==> config.mk <==
export PLATFORM = sky130hd
export DESIGN_NAME = wam_scorer
export DESIGN_NICKNAME = d
export VERILOG_FILES = /design/src/rtl/wam_pkg.sv /design/src/rtl/wam_scorer_onehot_decoder.sv /design/src/rtl/wam_scorer.sv
export SDC_FILE = /design/constraint.sdc
export NUM_CORES = 1
export LEC_CHECK = 0
export CAP_MARGIN = 10
export CORE_MARGIN = 2
export CORE_UTILIZATION = 26
export DETAILED_ROUTE_END_ITERATION = 7
export GPL_TIMING_DRIVEN = 0
export HOLD_SLACK_MARGIN = 0.03
export PLACE_DENSITY = 0.54
export SLEW_MARGIN = 20
export SYNTH_ARGS = -nofsm -noshare
export SYNTH_HDL_FRONTEND = slang
export SYNTH_SLANG_ARGS = --single-unit
==> constraint.sdc <==
create_clock -name clk -period 12.5 [get_ports clk]
set_clock_uncertainty 0.15 [all_clocks]
set_input_delay 1.25 -clock clk [delete_from_list [all_inputs] [get_ports clk]]
set_output_delay 1.25 -clock clk [all_outputs]
set_load 0.005 [all_outputs]
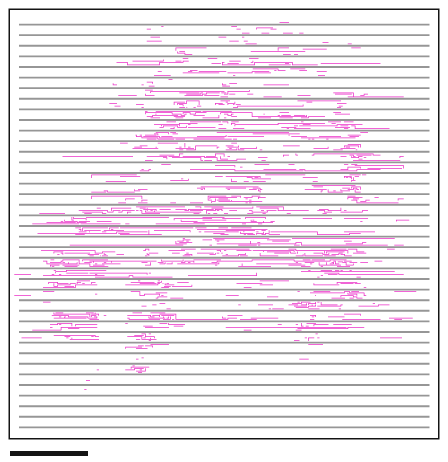
**Above:** M1 wires.
Bar = 20 um. Supply wires on this layer in gray.
longest straight run	30.8 um
share of all routed wire	47%
routing usage on met1: 0.156
via count: 2485

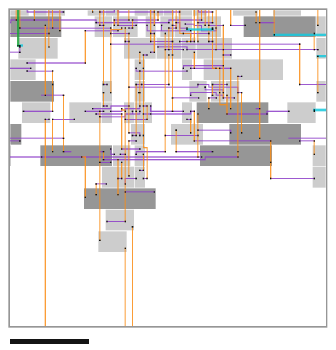
**Above:** layout detail.
Bar = 10 um. Window x 62 to 102, y 7 to 47 um. Cells in gray, sequential cells in the stronger gray; small squares are vias.
color	layer
cyan	metal 3
orange	metal 2
purple	metal 1
green	metal 4
cells with their middle in the window	43
most frequent	dfrtp_1 (8), nand2_1 (7), mux2_2 (5)
sequential cells in the window	8

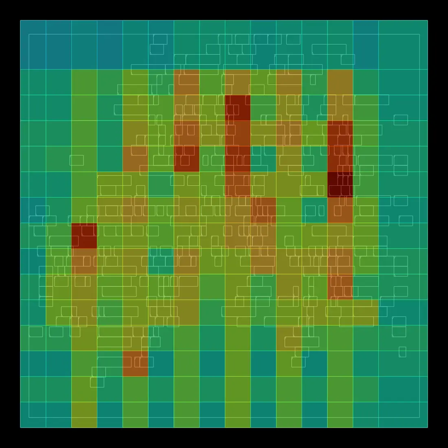
**Above:** routing congestion.
Top Usage Layer GRT: met2
wire per inst: 13.4 um
met2 GRT Util: 0.195
final core utilization: 0.336

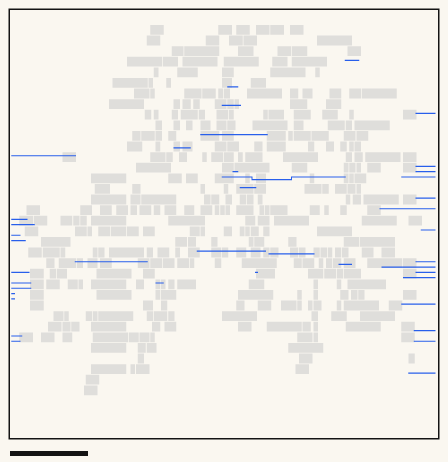
**Above:** the metal 3 layer.
Bar = 20 um.
share of all routed wire	4.1%
main direction	horizontal
wire length on this layer	276 um
met3 Usage GRT: 0.0225
WL final: 6680 um

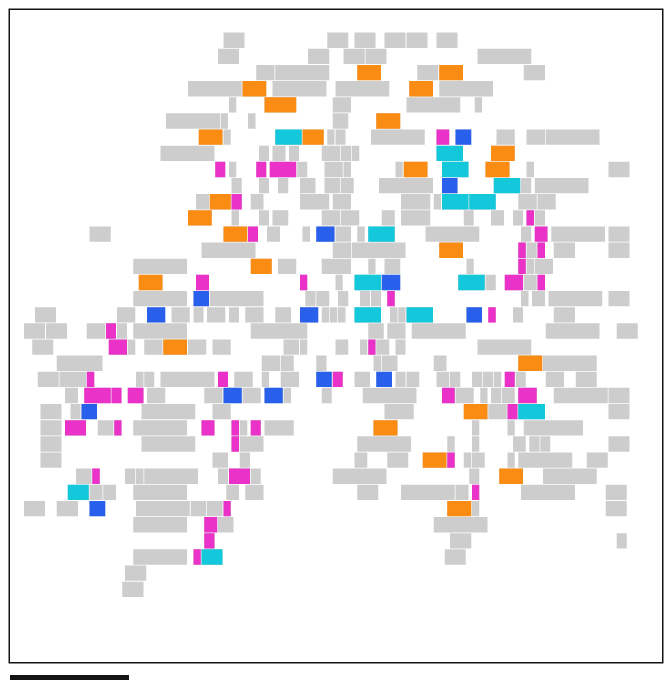
**Above:** gate families picked out.
Bar = 20 um.
color	family	cells	most used
orange	mux cells	24	mux2_2
blue	non-inverting ao/oa cells	14	o21a_1
cyan	fa/ha/maj cells	14	ha_1
magenta	nor cells	44	nor2_1
logic share of the area: 0.471
Non-Filler Instances: 497

==> results.py <==
# Synthesis and PnR figures
metrics = {
    "finish": {
        "nClkBuffers": 7,
        "largest_reg_flops": 9,
        "drive_gt1_frac": 0.118,
        "layout.nonclk_buf_frac": 0.136,
        "design_area_um2": 3650,
        "flop_area_um2": 1100,
        "buffers": 52,
        "inverters": 18,
        "area_growth_syn_to_layout_pct": 25.5,
        "clock_area_frac": 0.0257,
        "largest_cell_class": "combinational gates",
        "flops": 44,
        "nMultiInputCombCells": 235,
        "fin_nets": 392,
    },
    "worst_setup_path": {
        "critical_path.max_stage_delay_ps": 750,
        "critPathLaunchType": "input port",
        "crit_path_end_kind": "flop",
        "path_class": "input port to flop",
        "crit_fanout": 10,
        "critPathArrivalTime_ps": 6090,
        "required_ps": 12540,
        "crit_family": "AND-OR/OR-AND gates",
        "cp.depth": 18,
        "cp_common_cell": "o21a_1",
        "ff2ff_path_depth": 18,
    },
    "pwr": {
        "combPwrFrac": 0.296,
        "p_clk_frac": 0.246,
        "peakVddDrop_v": 0.0000479,
        "power_leakage_uw": 0.00150,
        "p_sw_frac": 0.327,
        "p_per_area_nw_per_um2": 107,
        "p_sw_uw": 127,
        "power_uw": 389,
    },
    "job": {
        "max-cap-violations": 0,
    },
    "clocking": {
        "htree_levels": 2,
        "numCtsBuffers": 5,
        "cts-resized-gates": 0,
        "post-cts-setup-buffers": 0,
        "clock_latency_ps": 300,
        "cts_sinks": 44,
        "cts_hold_buf": 0,
        "cts_tree": "built",
    },
    "status": {
        "status": "finished clean",
    },
    "timing": {
        "fin_setup_tns_ps": 0,
        "finalCritPeriodShare": 0.484,
        "rsz0062_at_grt": "false",
        "tightestPinTransition_ps": 728,
        "fin_ws_ps": 6450,
        "max-slew-margin-rel": 0.508,
        "hold_viol_final": 0,
        "drv_slew": 0,
        "max_freq_mhz": 165,
    },
    "yosys": {
        "yosys.stat.seqShare": 0.378,
        "syn_area_um2": 2910,
        "ys_chip_area_um2": 2910,
        "synth_top_area_share": 0.378,
        "edf_count": 0,
        "most_common_cell": "dfrtp_1",
        "ys_ff": 44,
        "synth_warnings": 0,
        "synthArstFlopShare": 1.00,
        "common_cells": "dfrtp_1 (44), nand2_1 (19), inv_1 (18), mux2_2 (18), nor2_1 (18)",
        "postSynthCellCount": 303,
        "syn_nets": 339,
        "synth_cell_types": 57,
        "yosys_most_used_dff": "dfrtp_1",
    },
    "detailed_routing": {
        "drt_iter0_markers": 94,
        "first_pass_iters": 4,
        "drc": 0,
    },
    "floorplanning": {
        "dieArea_um2": 12100,
        "ioPinCount": 46,
        "die_w_um": 110,
        "core_um2": 10900,
    },
    "grt": {
        "antenna_found_initial": 0,
        "grt_pass1_vias": 2427,
        "grt_max_degree": 24,
        "track_usage": 0.118,
    },
    "place": {
        "place_congestion": 0.839,
        "dpl_cell_area_um2": 3560,
        "hpwl_um": 5300,
        "dp_cells": 489,
        "io_buffers": 45,
    },
    "hold_path": {
        "hold_depth": 1,
    },
}
==> power groups by stage <==
| stage | Clock (uW) | Combinational, uW | Sequential (uW) |
|---|---|---|---|
| 2_1_floorplan | 0 | 80.7 | 176 |
| 3_3_place_gp | 0 | 112 | 181 |
| 3_5_place_dp | 0 | 115 | 182 |
| 4_1_cts | 99.1 | 116 | 179 |
| 5_1_grt | 105 | 131 | 181 |
| 6_report | 95.6 | 115 | 178 |
==> worst register-to-register path, stage by stage (launching register included) <==
cell and delay (ps):
dfrtp_1 420, or4_1 570, nor3_2 170, nand4bb_1 160, a32oi_1 190, a311oi_1 350
o21ai_0 190, buf_2 250, a21oi_1 400, mux2_2 390, ha_1 270, o21a_1 110
o21a_1 160, o21ai_0 140, nand2b_1 90, a21oi_1 150, o21a_1 140, o32ai_1 80
mux2_2 270
==> layout by cell type (no fill, tap or decap), types with 4 or more instances in the layout <==
cell             Yosys  layout
xnor2_1             13      13
clkbuf_1             5       6
clkdlybuf4s50_1      0      44
xor2_1               9       9
inv_1               18      18
mux2_2              18      18
nand3_1             16      16
nand2_1             19      19
clkbuf_8             0       6
nor2_1              18      18
dfrtp_1             44      44
a31oi_1              5       5
o31ai_1              4       4
a21oi_1             13      13
o21ai_0             12      12
o21a_1               8       8
and3_1               6       6
nand2b_1             4       4
ha_1                12      12
nor2b_1              4       4
nor3_1              12      12
==> cell families after synthesis <==
kind of cell               after synthesis  share of synthesized area
adders and majority gates               14                     0.0584
AOI/OAI and AO/OA                       69                      0.171
DFF                                     44                      0.378
xor gates and xnor gates                22                     0.0662
and+or+nand+nor                        106                      0.202
buffers and inverters                   24                     0.0314
muxes                                   24                     0.0928
==> routing by layer <==
layer / wire length [um] / vias up
met5: 0 / -
met4: 87 / 0
met3: 276 / 7
met2: 3150 / 49
met1: 3160 / 1201
li1: - / 1228
Power is estimated from default activity; no workload was simulated.
